--- config.mk ---
export PLATFORM = sky130hd
export DESIGN_NAME = debounce_bank
export DESIGN_NICKNAME = d
export VERILOG_FILES = /design/src/rtl/debounce_bank.sv
export SDC_FILE = /design/constraint.sdc
export NUM_CORES = 1
export LEC_CHECK = 0
export ABC_AREA = 1
export CORE_AREA = 5 5 69 71
export CTS_CLUSTER_SIZE = 28
export DETAILED_ROUTE_END_ITERATION = 12
export DIE_AREA = 0 0 74 76
export PLACE_DENSITY_LB_ADDON = 0.25
export SYNTH_ARGS = -nofsm -noshare
export SYNTH_HDL_FRONTEND = slang
export SYNTH_SLANG_ARGS = --single-unit
export TNS_END_PERCENT = 10
--- constraint.sdc ---
create_clock -name clk -period 1.7 [get_ports clk]
set_input_delay 0.34 -clock clk [delete_from_list [all_inputs] [get_ports clk]]
set_output_delay 0.34 -clock clk [all_outputs]
set_load 0.02 [all_outputs]
--- src/rtl/debounce_bank.sv ---
// debounce_bank: multi-channel push-button conditioner.
// Each raw input passes through a 2-flop synchroniser and optional inversion.
// It is then sampled on a shared divided tick and filtered, so that the
// debounced level only flips after STABLE_SAMPLES consecutive disagreeing
// samples. Each flip of level raises a one-clock pressed or released strobe
// in the same cycle that the new level first appears.
// Optional feature: define DEBOUNCE_AUTO_REPEAT_EN to add held-key auto-repeat.
// With it, a held channel re-strobes pressed REPEAT_DELAY ticks after the
// press, and then every REPEAT_RATE ticks.
module debounce_bank #(
    parameter int CHANNELS       = 5,
    parameter int TICK_DIV       = 12500,
    parameter int STABLE_SAMPLES = 4,
    parameter bit ACTIVE_LOW     = 1'b0,
    parameter int REPEAT_DELAY   = 40,
    parameter int REPEAT_RATE    = 10
) (
    input  logic                clk,
    input  logic                rst_n,
    input  logic [CHANNELS-1:0] raw,
    output logic [CHANNELS-1:0] level,
    output logic [CHANNELS-1:0] pressed,
    output logic [CHANNELS-1:0] released,
    output logic                tick
);

    localparam int DIV_W = (TICK_DIV > 1) ? $clog2(TICK_DIV) : 1;
    localparam int STB_W = (STABLE_SAMPLES > 1) ? $clog2(STABLE_SAMPLES) : 1;
    localparam logic [DIV_W-1:0] DIV_LAST = DIV_W'(TICK_DIV - 1);
    localparam logic [STB_W-1:0] STB_LAST = STB_W'(STABLE_SAMPLES - 1);

    // Reject parameter sets the filter and repeat timing cannot honour.
    generate
        if (TICK_DIV < 1) begin : g_bad_tick_div
            $error("debounce_bank: TICK_DIV must be >= 1");
        end
        if (STABLE_SAMPLES < 1) begin : g_bad_stable
            $error("debounce_bank: STABLE_SAMPLES must be >= 1");
        end
        if (REPEAT_DELAY < 1 || REPEAT_RATE < 1 || REPEAT_RATE > REPEAT_DELAY) begin : g_bad_repeat
            $error("debounce_bank: need 1 <= REPEAT_RATE <= REPEAT_DELAY");
        end
    endgenerate

    // Synchroniser flops reset to the electrically inactive raw value.
    // After the polarity correction, every channel therefore reads 0 out of reset.
    localparam logic [CHANNELS-1:0] SYNC_IDLE = {CHANNELS{ACTIVE_LOW}};

    logic [CHANNELS-1:0] meta_q, meta_d;
    logic [CHANNELS-1:0] sync_q, sync_d;
    logic [CHANNELS-1:0] sync_pol;
    logic [DIV_W-1:0]    div_q, div_d;
    logic                tick_w;
    logic [STB_W-1:0]    stb_q [CHANNELS];
    logic [STB_W-1:0]    stb_d [CHANNELS];
    logic [CHANNELS-1:0] level_q, level_d;
    logic [CHANNELS-1:0] pressed_q, pressed_d;
    logic [CHANNELS-1:0] released_q, released_d;
    logic [CHANNELS-1:0] commit;
    logic [CHANNELS-1:0] rise;
    logic [CHANNELS-1:0] fall;
    logic [CHANNELS-1:0] rpt_fire;

    // Two-stage synchroniser next-state: raw into meta, meta into sync.
    always_comb begin
        meta_d = raw;
        sync_d = meta_q;
    end

    assign sync_pol = ACTIVE_LOW ? ~sync_q : sync_q;

    // Tick is decoded directly from the divider count.
    // The strobe therefore lives in exactly the cycle where the count sits at TICK_DIV-1.
    assign tick_w = (div_q == DIV_LAST);
    assign tick   = tick_w;

    // Free-running divider that wraps to 0 on the tick cycle.
    always_comb begin
        div_d = tick_w ? '0 : div_q + DIV_W'(1);
    end

    // A channel commits a new level when, on a tick, it disagrees with level
    // and its run of disagreeing samples already spans STABLE_SAMPLES-1 ticks.
    always_comb begin
        commit = '0;
        for (int i = 0; i < CHANNELS; i++) begin
            commit[i] = tick_w && (sync_pol[i] != level_q[i]) && (stb_q[i] == STB_LAST);
        end
    end

    assign rise = commit & sync_pol;
    assign fall = commit & ~sync_pol;

    // Stable counters: clear on agreement or commit, count disagreeing ticks.
    always_comb begin
        stb_d = stb_q;
        if (tick_w) begin
            for (int i = 0; i < CHANNELS; i++) begin
                if ((sync_pol[i] == level_q[i]) || commit[i]) begin
                    stb_d[i] = '0;
                end else begin
                    stb_d[i] = stb_q[i] + STB_W'(1);
                end
            end
        end
    end

`ifdef DEBOUNCE_AUTO_REPEAT_EN
    localparam int RPT_W = $clog2(REPEAT_DELAY + 1);
    localparam logic [RPT_W-1:0] RPT_PRE    = RPT_W'(REPEAT_DELAY - 1);
    localparam logic [RPT_W-1:0] RPT_RELOAD = RPT_W'(REPEAT_DELAY - REPEAT_RATE);

    logic [RPT_W-1:0] rpt_q [CHANNELS];
    logic [RPT_W-1:0] rpt_d [CHANNELS];

    // Repeat counters count held ticks. They fire on reaching REPEAT_DELAY,
    // then reload so that the next fire comes REPEAT_RATE ticks later.
    // A release committed on the same tick suppresses the fire.
    always_comb begin
        rpt_d    = rpt_q;
        rpt_fire = '0;
        if (tick_w) begin
            for (int i = 0; i < CHANNELS; i++) begin
                if (!level_q[i] || fall[i]) begin
                    rpt_d[i] = '0;
                end else if (rpt_q[i] == RPT_PRE) begin
                    rpt_fire[i] = 1'b1;
                    rpt_d[i]    = RPT_RELOAD;
                end else begin
                    rpt_d[i] = rpt_q[i] + RPT_W'(1);
                end
            end
        end
    end

    // Repeat counter registers.
    always_ff @(posedge clk or negedge rst_n) begin
        if (!rst_n) begin
            for (int i = 0; i < CHANNELS; i++) begin
                rpt_q[i] <= '0;
            end
        end else begin
            rpt_q <= rpt_d;
        end
    end
`else
    assign rpt_fire = '0;
`endif

    // Output next-state: the level flips on commit.
    // The strobes mark the first cycle of the new level.
    always_comb begin
        level_d    = level_q ^ commit;
        pressed_d  = rise | rpt_fire;
        released_d = fall;
    end

    // All core state registers, cleared asynchronously.
    // Nothing survives reset, including the divider phase.
    always_ff @(posedge clk or negedge rst_n) begin
        if (!rst_n) begin
            meta_q     <= SYNC_IDLE;
            sync_q     <= SYNC_IDLE;
            div_q      <= '0;
            level_q    <= '0;
            pressed_q  <= '0;
            released_q <= '0;
            for (int i = 0; i < CHANNELS; i++) begin
                stb_q[i] <= '0;
            end
        end else begin
            meta_q     <= meta_d;
            sync_q     <= sync_d;
            div_q      <= div_d;
            level_q    <= level_d;
            pressed_q  <= pressed_d;
            released_q <= released_d;
            stb_q      <= stb_d;
        end
    end

    assign level    = level_q;
    assign pressed  = pressed_q;
    assign released = released_q;

endmodule

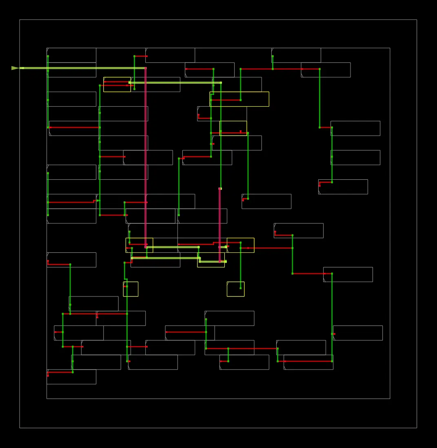
*Clock routing, run 1*
worst clock skew: 0.00687 ns
number of clock buffer instances in the layout: 5
number of sinks handled by clock tree synthesis: 49
power consumed by the clock network: 824 uW
insertion delay to the later sink of the worst-skew pair: 0.30 ns

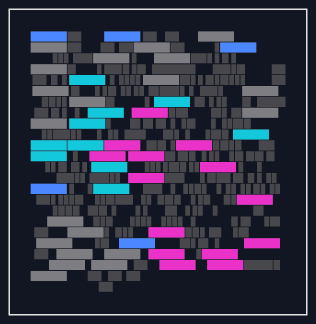
*Sequential cells colored by netlist name, run 1*
Scale: 4 px per um. Other sequential cells in the stronger gray, the rest of the logic in the fainter gray.
Key: stb_q = cyan [flops 10]; div_q = magenta [flops 14]; level = blue [flops 5]
Another 20 sequential cells are not colored.

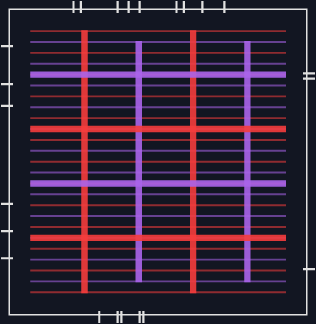
*Supply network, run 1*
Scale: 4 px per um. Pins as bars on the die edge.
Key: VSS = red; VDD = purple
4 straps on met4. 23 signal pins sit on the boundary. 25 met1 rails follow the rows.
maximum resistive drop on vdd: 655 uV
width of the die: 74 um

==> run summary, run 1 <==
Numbers from the implementation run.

The flow ran to the end, and the final reports show no timing, DRC or antenna violations. According to the timing report, the critical path is captured at tick. Per the layout report, the design carries 46 non-clock buffers.

The initial utilization of the core area, before any placement, comes to 52.2%. Looking at the reg2reg group, the worst path starts from div_q[1]$_DFF_PN0_. In the final routed layout, each cell accounts on average for 11.6 um. The average instance in the mapped netlist occupies 8.68 sq um.

The sequential share of the synthesized area is 56.3%. The core outline area is 0.00417 sq mm. The timing-limited maximum frequency is 605 MHz. TritonCTS built the clock tree. In this run, the synthesized area fraction spent on and/or/nand/nor cells is recorded as 30.4%. The signal on the critical path passes through ha_2 > nand4_1 > nor2_1 > nand2_2 > inv_2 > buf_6. The total length of routed wires is 4.09 mm. The leakage power in the latest report is 1.39 nW. The placed instances occupy a cell area of 0.00262 sq mm. The synthesized netlist occupies a cell area of 0.00218 sq mm. The maximum cell stage delay along the critical path is 0.36 ns. The detail-routed via count per cell is 4.91. The via count of the routed design is 1738. STA classifies the critical path startpoint as a flip-flop.

At the end of routability-driven placement, the weighted congestion stood at 0.838. The number of CTS-inserted buffers is 5. The flip-flop and latch count after synthesis is 49. The final layout contains 314 nets. The count of tool warnings is 27.

The library cells used most frequently in the layout, excluding fill and tap cells, are sky130_fd_sc_hd__nand2_1, sky130_fd_sc_hd__dfrtp_1, sky130_fd_sc_hd__inv_1. Multi-input logic gates represent a cell area share of 28.9%. In the final layout, the share of cells above drive strength 1 is 17.2%. The number of standard cells in the final layout excluding fillers is 354. Summed over all failing endpoints, the final setup total negative slack is 0 ns. The final routed DRC violation total is 0. The synthesized chip area reported by yosys is 0.00218 sq mm. The clock passes through at most 2 buffers.

In this run the core area contains 24 standard-cell rows.
-- run 1: cells in the mapped netlist, drive strengths merged --
master   n  area [sq um]
inv     34           128
nand2   77           297
xor2     2          17.5
nand3   14          75.1
o21ai    5          25.0
nand4   13          81.3
a21oi    2          10.0
ha       6          75.1
or2      6          37.5
buf      3          33.8
dfrtp   49          1230
nor3     8          40.0
nor2    32           133
-- run 1: power breakdown --
group | switching [mW] | total [mW] | internal (mW) | leakage, nW
sequential | 0.00574 | 1.18 | 1.18 | 0.647
combinational | 0.0302 | 0.0492 | 0.0190 | 0.692
clock | 0.383 | 0.824 | 0.440 | 0.0543
-- run 1: registers in the layout, indices dropped and copies added (netlist names) --
register and count:
sync_pol 5, stb_q 10, div_q 14, meta_q 5
pressed 5, released 5, level 5
--- run 2 (diff from run 1) ---
--- a/config.mk
+++ b/config.mk
@@ -6,10 +6,11 @@
 export NUM_CORES = 1
 export LEC_CHECK = 0
 export ABC_AREA = 1
-export CORE_AREA = 5 5 69 71
+export CORE_AREA = 5 5 66 68
 export CTS_CLUSTER_SIZE = 28
 export DETAILED_ROUTE_END_ITERATION = 12
-export DIE_AREA = 0 0 74 76
+export DIE_AREA = 0 0 71 73
+export DONT_BUFFER_PORTS = 1
 export PLACE_DENSITY_LB_ADDON = 0.25
 export SYNTH_ARGS = -nofsm -noshare
 export SYNTH_HDL_FRONTEND = slang
==> run summary, run 2 <==
Numbers from the implementation run.

The post-synthesis simple-gate area fraction is 30.4% (unchanged). The registers reported with the highest flop counts are div_q: 14 flops, stb_q: 10 flops. The leakage power was 1.21 nW (-13%). The fraction of final layout cells with drive strength greater than 1 is 13.2% (-4.0 points). The relative contribution of the clock network to total power was 41.0% (+0.9 points).

The count of clock tree sinks was 49 (unchanged). The number of CTS-inserted buffers is 5 (unchanged). The starting density of the core came to 57.3% (+5.2 points). Per the timing report, the most critical flop-to-flop path originates at div_q[1]$_DFF_PN0_.

The switching portion of total power was 19.6% (-0.84 points). The total combinational power came to 40.3 uW (-18%). The flow ran to the end, and the final reports show no timing, DRC or antenna violations. STA classifies the critical path startpoint as a flip-flop. The reported sequential group power was 1.18 mW (about the same). The synthesis report names the predominant flop master as sky130_fd_sc_hd__dfrtp_1. The most frequent cell after synthesis is sky130_fd_sc_hd__nand2_1. Leaving out fill and tap cells, the most frequent cells in the layout are sky130_fd_sc_hd__nand2_1, sky130_fd_sc_hd__dfrtp_1, sky130_fd_sc_hd__inv_1.

The mean cell area of the mapped netlist came to 8.68 sq um (unchanged). Traced cell by cell, the critical path runs through ha_4 > nand4_1 > nor2_1 > nand2_2 > clkinvlp_4. The maximum cell stage delay along the critical path is 0.41 ns (+0.05 ns).

The number of placement rows came to 23 (-4.2%).
-- run 2: cell count changes in the layout (fill, tap and decap cells not counted), sizes merged --
cell | before | now
inv | 34 | 33
clkinvlp | 1 | 2
dlygate4sd3 | 0 | 1
clkinv | 1 | 0
dlymetal6s2s | 1 | 0
clkdlybuf4s50 | 19 | 0
buf | 26 | 8
clkbuf | 5 | 6
-- run 2: timing repair --
action,4_1_cts,5_1_grt
hold buffers,2,0
gates resized,3,2
endpoints found under the setup margin,1,1
pin swaps,0,3
endpoints found under the hold margin,49,0
setup buffers,1,3
-- run 2: cell type report --
type                    instances  area share [%]
clock inverters                 2            1.53
multi-input cells             165            32.9
clock buffers                   6            3.37
inverters                      34            5.36
well taps                      50            2.55
flip-flops and latches         49            50.1
repair buffers                  9            4.19
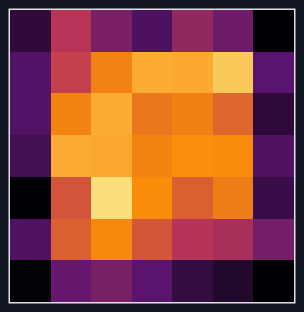
*Local utilization, run 2*
Scale: 4 px per um. The die is cut into 7 by 7 equal tiles; black is low, pale yellow is high, 0 to 100% covered.
The emptiest ninth of the die: bottom right. The fullest tile reaches 93%. 16% of the tiles are over 75% full. 8.2% of the tiles are nearly empty.
standard cell core area: 0.00380 sq mm
share of the core filled with cells: 64.5%

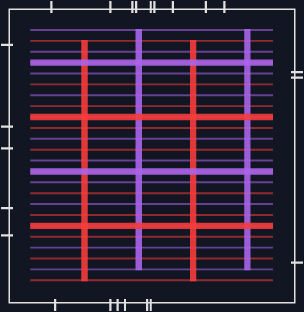
*Supply network, run 2*
Scale: 4 px per um. Pins as bars on the die edge.
width of the die: 71 um
maximum resistive drop on vdd: 568 uV

--- run 3 (diff from run 2) ---
--- a/config.mk
+++ b/config.mk
@@ -6,10 +6,10 @@
 export NUM_CORES = 1
 export LEC_CHECK = 0
 export ABC_AREA = 1
-export CORE_AREA = 5 5 66 68
+export CORE_AREA = 5 5 64 66
 export CTS_CLUSTER_SIZE = 28
 export DETAILED_ROUTE_END_ITERATION = 12
-export DIE_AREA = 0 0 71 73
+export DIE_AREA = 0 0 69 71
 export DONT_BUFFER_PORTS = 1
 export PLACE_DENSITY_LB_ADDON = 0.25
 export SYNTH_ARGS = -nofsm -noshare
==> constraint.sdc (replaced) <==
create_clock -name clk -period 2.2 [get_ports clk]
set_input_delay 0.44 -clock clk [delete_from_list [all_inputs] [get_ports clk]]
set_output_delay 0.44 -clock clk [all_outputs]
set_load 0.02 [all_outputs]
==> run summary, run 3 <==
Numbers from the implementation run.

The post-synthesis simple-gate area fraction is 30.4% (unchanged). The routed design has 3.83 mm of wire. The number of placement rows is 22 (-4.3%).

The chip width is 69 um (-2.8%). The synthesis stats list as the most numerous cell sky130_fd_sc_hd__nand2_1. The required time at the worst endpoint is listed as 1.76 ns.

The launch point of the worst register-to-register path is recorded as div_q[0]$_DFF_PN0_. The average wire per standard cell is 12.5 um. The report lists the cells along the critical path as ha_2 > nand4_1 > nor2_1 > nand2_2 > clkinvlp_4. The largest registers in the layout are div_q: 14 flops, stb_q: 10 flops.

Per the timing report, the most critical flop-to-flop path finishes at div_q[13]$_DFF_PN0_. Setup repair after global routing left no endpoint under its margin. The maximum cell stage delay along the critical path was 0.47 ns (+0.06 ns). The run finished with clean final reports. The leakage power is 1.17 nW (-4.0%).

The area of all placed cells without fillers is 0.00233 sq mm. The global-route track usage on met2 is 27.0%. On the final layout, the worst hold slack is 0.0978 ns. Ranking logic cells in the layout by count gives the top entries sky130_fd_sc_hd__nand2_1, sky130_fd_sc_hd__dfrtp_1, sky130_fd_sc_hd__inv_1. The count of clock tree sinks is 49 (unchanged). The final weighted congestion of routability-driven global placement is 0.903. The mean cell area of the mapped netlist came to 8.68 sq um (unchanged). The commonest register cell is sky130_fd_sc_hd__dfrtp_1. The fraction of final layout cells with drive strength greater than 1 is 10.1% (-3.1 points).
==> run 3: cell counts after synthesis <==
No cell type changed its count.
==> run 3: area by class of cell <==
class,instances,share of cell area [%]
clock buffers,5,1.61
clock inverters,2,1.50
inverters,34,5.64
multi-input cells,165,34.1
flip-flops and latches,49,52.7
well taps,48,2.58
repair buffers,3,1.93
==> run 3: power by group <==
part | internal (mW) | switching [mW]
combinational | 0.00892 | 0.0228
clock | 0.232 | 0.262
sequential | 0.910 | 0.00438
==> run 3: per-layer routing <==
layer,vias up,routed length (um)
li1,801,-
met1,737,1710
met2,34,1870
met3,6,186
met4,0,58
met5,-,0
==> run 3: repair_timing <==
item,4_1_cts,5_1_grt
setup buffers,0,0
endpoints found under the setup margin,0,1
endpoints found under the hold margin,49,0
hold buffers,2,0
resized,0,2
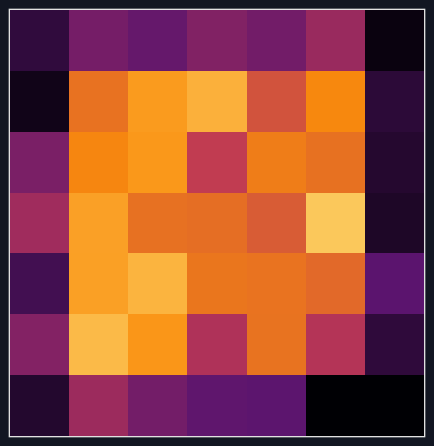
*Local utilization, run 3*
Scale: 6 px per um. The die is cut into 7 by 7 equal tiles; black is low, pale yellow is high, 0 to 100% covered.
share of the core filled with cells: 66.1%
Starting Density: 61.8%
standard cell core area: 0.00352 sq mm

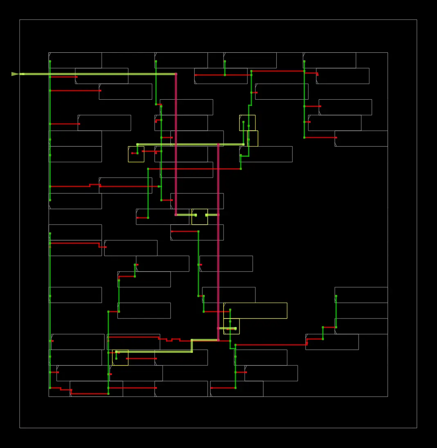
*Clock routing, run 3*
power consumed by the clock network: 494 uW
total clock buffers created by CTS: 5
flip-flops: 49


## Gallery

Met2 routing.
(a)
Scale: 6 px per um.
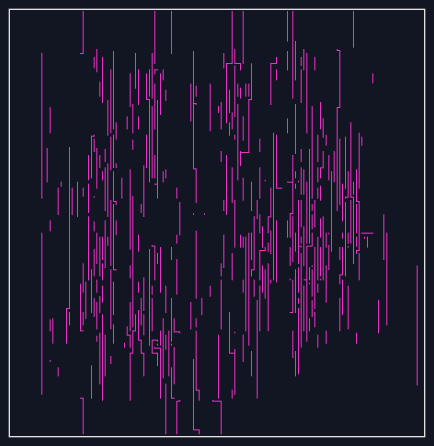
(b)
Scale: 4 px per um.
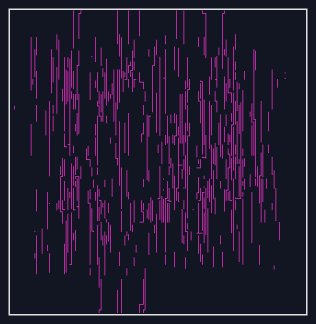
(c)
Scale: 4 px per um.
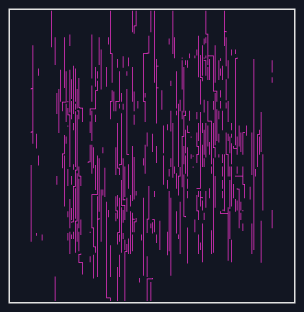
- (b) = run 1
- (c) = run 2
- (a) = run 3

Key to (a):
The layer carries 1870 um of wire. The longest straight run is 26.9 um. The layer holds 49% of the routed length. 215 nets have wire on it.

Power figures rest on the tool's default switching activity, not on a simulated workload.
